Figure 1. I/O pins on the die edge (run 1).
Pins as bars across the die edge, other pins in grey.
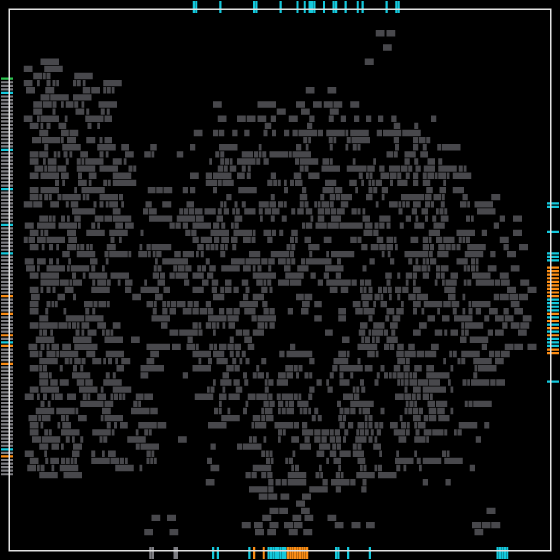
Figure 2. Gate families picked out (run 1).
The bar under the picture is 50 um long.
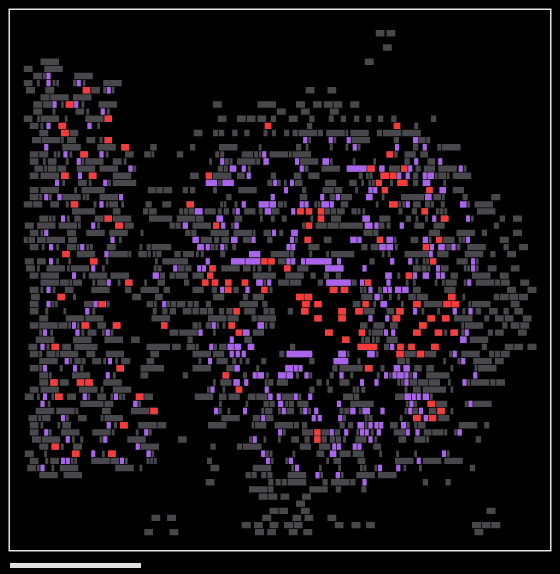
Figure 3. The clock network (run 1).
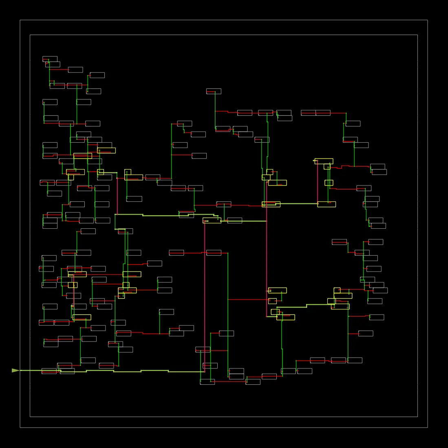
Figure 4. Metal layers overlaid (run 1).
Two of the layers only.
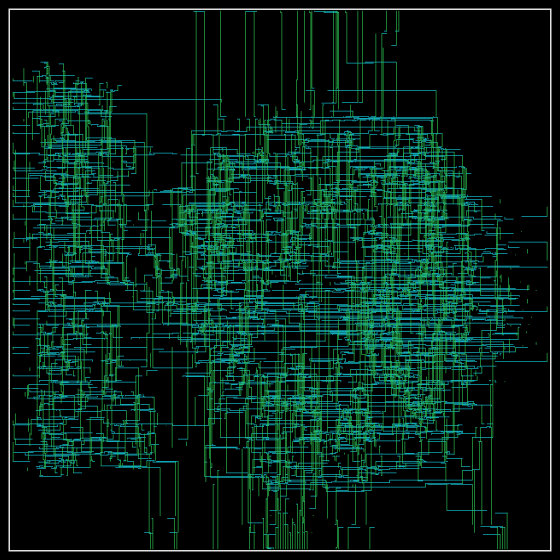
$ cat src/rtl/mult32_seq_ctrl.sv
// Unsigned 32x32 -> 64 multiplier built from four passes through one shared
// external 16x16 multiplier, with valid/ready handshakes on input and output.
module mult32_seq_ctrl #(
    parameter int unsigned MUL_LAT = 0
) (
    input  logic        clk,
    input  logic        rst,
    input  logic        in_valid,
    output logic        in_ready,
    input  logic [31:0] in_a,
    input  logic [31:0] in_b,
    output logic        out_valid,
    input  logic        out_ready,
    output logic [63:0] out_p,
    output logic [15:0] mul_a,
    output logic [15:0] mul_b,
    input  logic [31:0] mul_p,
    output logic        busy
);

    typedef enum logic [2:0] {
        IDLE,
        PP0,
        PP1,
        PP2,
        PP3,
        DONE
    } state_t;

    state_t      state;
    state_t      state_nxt;
    logic [31:0] a_q;
    logic [31:0] b_q;
    logic [63:0] acc;
    logic        sub_cnt;
    logic        last_sub;
    logic        accept;
    logic        in_pass;
    logic [63:0] pp_shifted;

    // With a registered multiplier the product is only valid in the second
    // cycle a pass holds its operands.
    assign last_sub  = (sub_cnt == 1'(MUL_LAT));
    assign accept    = in_valid & in_ready;
    assign in_pass   = (state == PP0) || (state == PP1) ||
                       (state == PP2) || (state == PP3);
    assign out_valid = (state == DONE);
    assign out_p     = (state == DONE) ? acc : '0;
    assign busy      = (state != IDLE);

    // State register.
    always_ff @(posedge clk) begin
        if (rst) begin
            state <= IDLE;
        end else begin
            state <= state_nxt;
        end
    end

    // Next state, input ready, and operand selection for the shared multiplier.
    always_comb begin
        state_nxt  = state;
        in_ready   = 1'b0;
        mul_a      = '0;
        mul_b      = '0;
        pp_shifted = '0;
        case (state)
            IDLE: begin
                in_ready = 1'b1;
                if (in_valid) state_nxt = PP0;
            end
            PP0: begin
                mul_a      = a_q[15:0];
                mul_b      = b_q[15:0];
                pp_shifted = 64'(mul_p);
                if (last_sub) state_nxt = PP1;
            end
            PP1: begin
                mul_a      = a_q[15:0];
                mul_b      = b_q[31:16];
                pp_shifted = 64'(mul_p) << 16;
                if (last_sub) state_nxt = PP2;
            end
            PP2: begin
                mul_a      = a_q[31:16];
                mul_b      = b_q[15:0];
                pp_shifted = 64'(mul_p) << 16;
                if (last_sub) state_nxt = PP3;
            end
            PP3: begin
                mul_a      = a_q[31:16];
                mul_b      = b_q[31:16];
                pp_shifted = 64'(mul_p) << 32;
                if (last_sub) state_nxt = DONE;
            end
            DONE: begin
                // Retiring and accepting on the same edge restarts straight into PP0.
                in_ready = out_ready;
                if (out_ready) state_nxt = in_valid ? PP0 : IDLE;
            end
            default: state_nxt = IDLE;
        endcase
    end

    // Operand capture, sub-cycle counting and partial-product accumulation.
    always_ff @(posedge clk) begin
        if (rst) begin
            a_q     <= '0;
            b_q     <= '0;
            acc     <= '0;
            sub_cnt <= '0;
        end else if (accept) begin
            a_q     <= in_a;
            b_q     <= in_b;
            acc     <= '0;
            sub_cnt <= '0;
        end else if (in_pass) begin
            if (last_sub) begin
                acc     <= acc + pp_shifted;
                sub_cnt <= '0;
            end else begin
                sub_cnt <= sub_cnt + 1'b1;
            end
        end
    end

endmodule

$ cat config.mk
export PLATFORM = sky130hd
export DESIGN_NAME = mult32_seq_ctrl
export DESIGN_NICKNAME = d
export VERILOG_FILES = /design/src/rtl/mult32_seq_ctrl.sv
export SDC_FILE = /design/constraint.sdc
export NUM_CORES = 1
export LEC_CHECK = 0
export CAP_MARGIN = 25
export CORE_MARGIN = 5
export CORE_UTILIZATION = 25
export DETAILED_ROUTE_END_ITERATION = 10
export PLACE_DENSITY = 0.54
export SLEW_MARGIN = 20
export SYNTH_ARGS = -nofsm -noshare
export SYNTH_HDL_FRONTEND = slang
export SYNTH_SLANG_ARGS = --single-unit
$ cat constraint.sdc
create_clock -name clk -period 9.2 [get_ports clk]
set_input_delay 0.92 -clock clk [delete_from_list [all_inputs] [get_ports clk]]
set_output_delay 0.92 -clock clk [all_outputs]
set_load 0.02 [all_outputs]
==> results.toml, run 1 <==
# synthesis and place-and-route metrics
[outcome]
status = "finished, final reports clean"

[global_routing]
antenna_found_initial = 6
first_global_vias = 9942
grt_pass1_wl_mm = 57.0

[timing]
max_freq_mhz = 216
fin_worst_skew_ps = 14.0
timing.hold.ws_ps = 454
worstMarginPinSlew_ps = 765
finalSetupViolations = 0

[layout]
num_antenna_cells = 0
fin_nets = 1609
design_area_um2 = 12600
area_growth_pct = 30.8
most-common-layout-cells = "nand2_1 (265), clkdlybuf4s50_1 (197), a21oi_1 (177), dfxtp_1 (130), and3_1 (66)"
finish.utilization_pct = 33.2

[logic_synthesis]
most_common_cell = "nand2_1"
synthesis.area_um2 = 9610
postSynthSeqShare_pct = 27.3
ys_sh_mux_pct = 0.104
top_area_share_pct = 27.3
ys_sh_simple_pct = 25.4
yosys.area_share.aoi_pct = 29.4
syn_area_per_cell_um2 = 7.35

[placed_design]
dp_hpwl_mm = 28.3
gp_congestion = 0.930
post-place-ws_ps = 4590
dp.cells = 1937

[floorplan]
die_w_um = 206

[power_and_ir_drop]
p_leak_nw = 5.18
p_per_area_nw_per_um2 = 147
power_mw = 1.85

[cts]
htreeDepth = 4
About Figure 1:
busy: marked green, pins 1, direction output, edge west. mul_p: marked orange, pins 32, direction input, edge 15 east, 11 south, 6 west. out_p: marked cyan, pins 64, direction output, edge 20 south, 20 north, 17 east, 7 west.
All pins by edge: 112 west, 35 south, 32 east, 20 north.
Die H: 206 um
# port buffers: 198

About Figure 2:
AND-OR and OR-AND gates: marked red, cells 118, most used a22o_1. inverting AOI/OAI gates: marked purple, cells 304, most used a21oi_1.
combinational share of cell area: 52.3%
most numerous logic cell after layout: nand2_1
Non-Filler Instances: 1,969

About Figure 3:
power in the clock group: 0.669 mW
cts bufs inserted: 17
Num Clock Sinks: 131

About Figure 4:
met1: marked cyan, wire length 16,400 um. met2: marked green, wire length 16,200 um.
DR vias: 9,885
DRT Wirelength: 36.8 mm
Total GRT Usage: 17.1%
WL per Instance: 18.7 um

[run 1: layer usage]
| metal | vias up | wire (um) | GRT usage (%) |
|---|---|---|---|
| li1 | 4949 | - | - |
| met1 | 4569 | 16400 | 21.5 |
| met2 | 293 | 16200 | 27.0 |
| met3 | 62 | 3280 | 6.92 |
| met4 | 12 | 889 | 5.20 |
| met5 | - | 81 | 0 |
[run 1: state kept, by name, indices dropped and copies added (netlist names)]
name / cells
acc: 64
state: 3
b_q: 32
a_q: 32
[run 1: worst max-delay path, delay by kind of cell (launching register included)]
kind | cells | cell delay, ps
compound gates | 6 | 1750
fa+ha+maj | 1 | 260
buf+inv | 2 | 570
flops | 1 | 760
mux | 1 | 260
simple gates | 6 | 980
[run 1: power breakdown]
group | internal (mW) | switching [mW] | total (mW)
clock network | 0.358 | 0.312 | 0.669
logic | 0.197 | 0.342 | 0.539
registers | 0.610 | 0.0358 | 0.646
total | 1.16 | 0.689 | 1.85
[run 1: final timing paths]
check | start | end | slack, ps | cells after the start
worst max-delay path | state[0]$_SDFFE_PP0P_ | acc[63]$_SDFFE_PP0P_ | 4560 | 16
worst min-delay path | a_q[19]$_SDFFE_PP0P_ | a_q[19]$_SDFFE_PP0P_ | 450 | 2
worst max register to register | state[0]$_SDFFE_PP0P_ | acc[63]$_SDFFE_PP0P_ | 4560 | 16
worst min register to register | a_q[19]$_SDFFE_PP0P_ | a_q[19]$_SDFFE_PP0P_ | 450 | 2
[run 1: final cells by class]
class                      instances  area [um2]  share of cell area, %
clock buffer                      17         425                   3.38
clock inverter                    15         138                   1.09
inverter                          17        63.8                  0.508
multi-input combinational       1065        6570                   52.3
sequential                       131        2620                   20.9
tap                              511         639                   5.09
timing repair buffer             213        2110                   16.8
Figure 5. Sequential cells coloured by netlist name (run 1).
The bar under the picture is 50 um long. Other sequential cells in the stronger grey, the rest of the logic in the fainter grey.
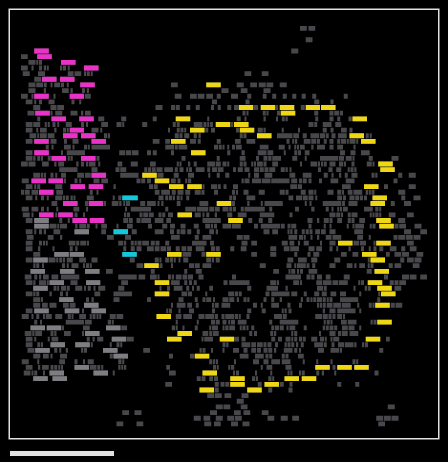

==> inputs of run 2 (changes only) <==
- PLACE_DENSITY: 0.54 -> 0.55
- clock period: 9.2 -> 3.9 ns (I/O delays scaled with it)
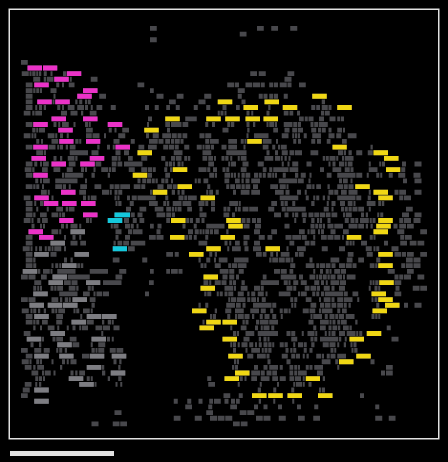
Figure 6: run 2, sequential cells coloured by netlist name.
The bar under the picture is 50 um long. Other sequential cells in the stronger grey, the rest of the logic in the fainter grey.
b_q: marked magenta, sequential cells 32. acc: marked yellow, sequential cells 64. state: marked cyan, sequential cells 3.
Another 32 sequential cells are not coloured.
sequential share of cell area: 20.3%
Reg area: 2620 um2
final core utilization: 34.1%
Power Sequential: 1.51 mW

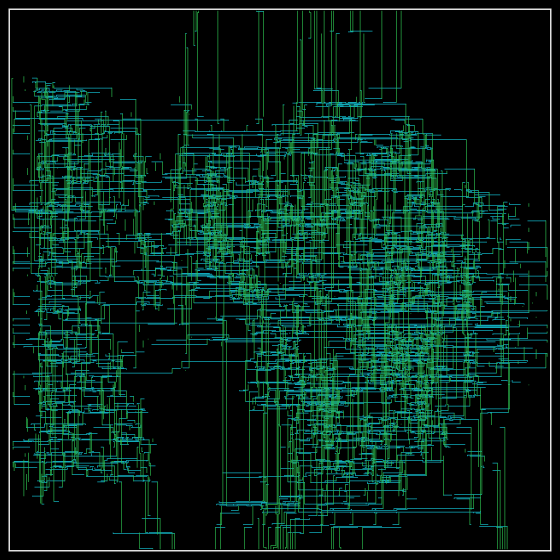
Figure 7: run 2, metal layers overlaid.
Two of the layers only.
DRT Wirelength: 37.6 mm
WL per Instance: 18.8 um
DR vias: 10.1k
Total GRT Usage: 17.5%

==> run 2 against run 1 <==
Compared with the run above: clock skew shrank 3.4 ps; utilization grew 0.86 points; clock power rose to 2.5 times the previous value; critical endpoint is now acc[62]$_SDFFE_PP0P_; largest power group unchanged.
==> results.toml, run 2 <==
# synthesis and place-and-route metrics
[outcome]
status = "finished, final reports clean"

[floorplan]
dieHeight_um = 206

[power_and_ir_drop]
p_leak_nw = 5.36
comb-power_mw = 1.36
power_leader = "the clock network"
p_per_area_nw_per_um2 = 353
p_clk_share_pct = 37.0
comb_power_share_pct = 29.8

[layout]
largest_class = "multi-input combinational cells"
design_area_um2 = 12900
lay_top_count = "nand2_1"
buffer_area_share_pct = 18.2
largest-register = "acc"
reg_top3 = "acc x64, a_q x32, b_q x32"
n_all_buffers = 246
most-common-layout-cells = "nand2_1 (265), clkdlybuf4s50_1 (197), a21oi_1 (175), dfxtp_1 (130), and3_1 (66)"
clk_share_pct = 4.61
num_antenna_cells = 0
nonClockInverterCount = 17
logic_gates = 1065
largest_reg_flops = 64

[placed_design]
gp_congestion = 0.943
io_buffer_count = 198
dp_hpwl_mm = 28.8

[worst_setup_path]
path_delay_family = "AND-OR/OR-AND gates"
cp_num_buf_inv = 1
r2r_end = "acc[62]$_SDFFE_PP0P_"
timing.rr.start = "state[0]$_SDFFE_PP0P_"
r2r_slack_ps = 130
r2r_cells = 15

[min_path]
hp-start = "b_q[29]$_SDFFE_PP0P_"

[logic_synthesis]
ys_sh_mux_pct = 0.104
postSynthSeqShare_pct = 27.3
most_common_cell = "nand2_1"

[global_routing]
grt_pass1_wl_mm = 58.0

[timing]
worstMarginPinSlew_ps = 775
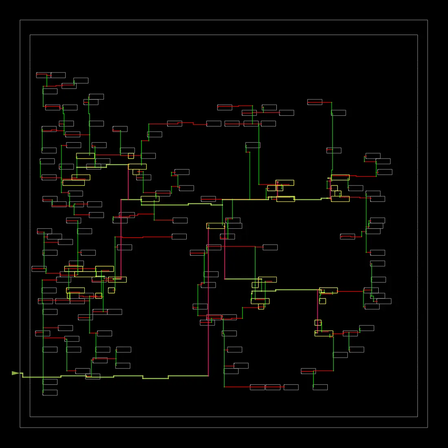
Figure 8: run 2, the clock network.
worst-case clock skew: 10.5 ps
clk_buf instances: 18
Seq cells: 131
clk_lat worst skew: 430 ps

-- run 2: cell counts after synthesis --
Identical to the previous run, type by type.
-- run 2: logic make-up (layout without fill, tap and decap cells) --
group,count (synthesis),after routing
DFF,131,131
buffers and inverters,112,295
AOI/OAI and AO/OA,422,422
muxes,1,1
and+or+nand+nor,525,525
xor gates and xnor gates,53,53
adders and majority gates,64,64
-- run 2: worst max path at each step --
stage	end	cells after the start	from	slack (ps)
4_1_cts	acc[53]$_SDFFE_PP0P_	15	state[0]$_SDFFE_PP0P_	120
3_3_place_gp	acc[57]$_SDFFE_PP0P_	13	mul_p[11]	100
2_1_floorplan	acc[56]$_SDFFE_PP0P_	18	state[0]$_SDFFE_PP0P_	40
5_1_grt	acc[62]$_SDFFE_PP0P_	15	state[0]$_SDFFE_PP0P_	-20
6_report	acc[62]$_SDFFE_PP0P_	15	state[0]$_SDFFE_PP0P_	130
3_5_place_dp	acc[62]$_SDFFE_PP0P_	14	mul_p[0]	40
-- run 2: tightest hold or removal path, stage by stage (launching register included) --
cell	delay, ps
dfxtp_1	310
nand2_1	50
a21oi_1	50
-- run 2: routing by layer --
layer | routed length, um | vias to the layer above | track usage, %
met4 | 824 | 10 | 4.47
li1 | - | 5010 | -
met3 | 4130 | 63 | 7.41
met1 | 16000 | 4629 | 21.8
met5 | 62 | - | 0
met2 | 16600 | 383 | 27.9
-- run 2: per-stage QoR --
| step | cells | util, % | hold slack (ps) | worst slack, ps |
|---|---|---|---|---|
| floorplan | 1308 | - | 436 | 35.6 |
| global placement | 1970 | 32.4 | 442 | 102 |
| detailed placement | 1970 | 32.4 | 446 | 42.8 |
| CTS | 2002 | 34.0 | 456 | 125 |
| global route | 2002 | 34.1 | 469 | -18.0 |
| finish | 2002 | 34.1 | 454 | 129 |
Power figures rest on the tool's default switching activity, not on a simulated workload.
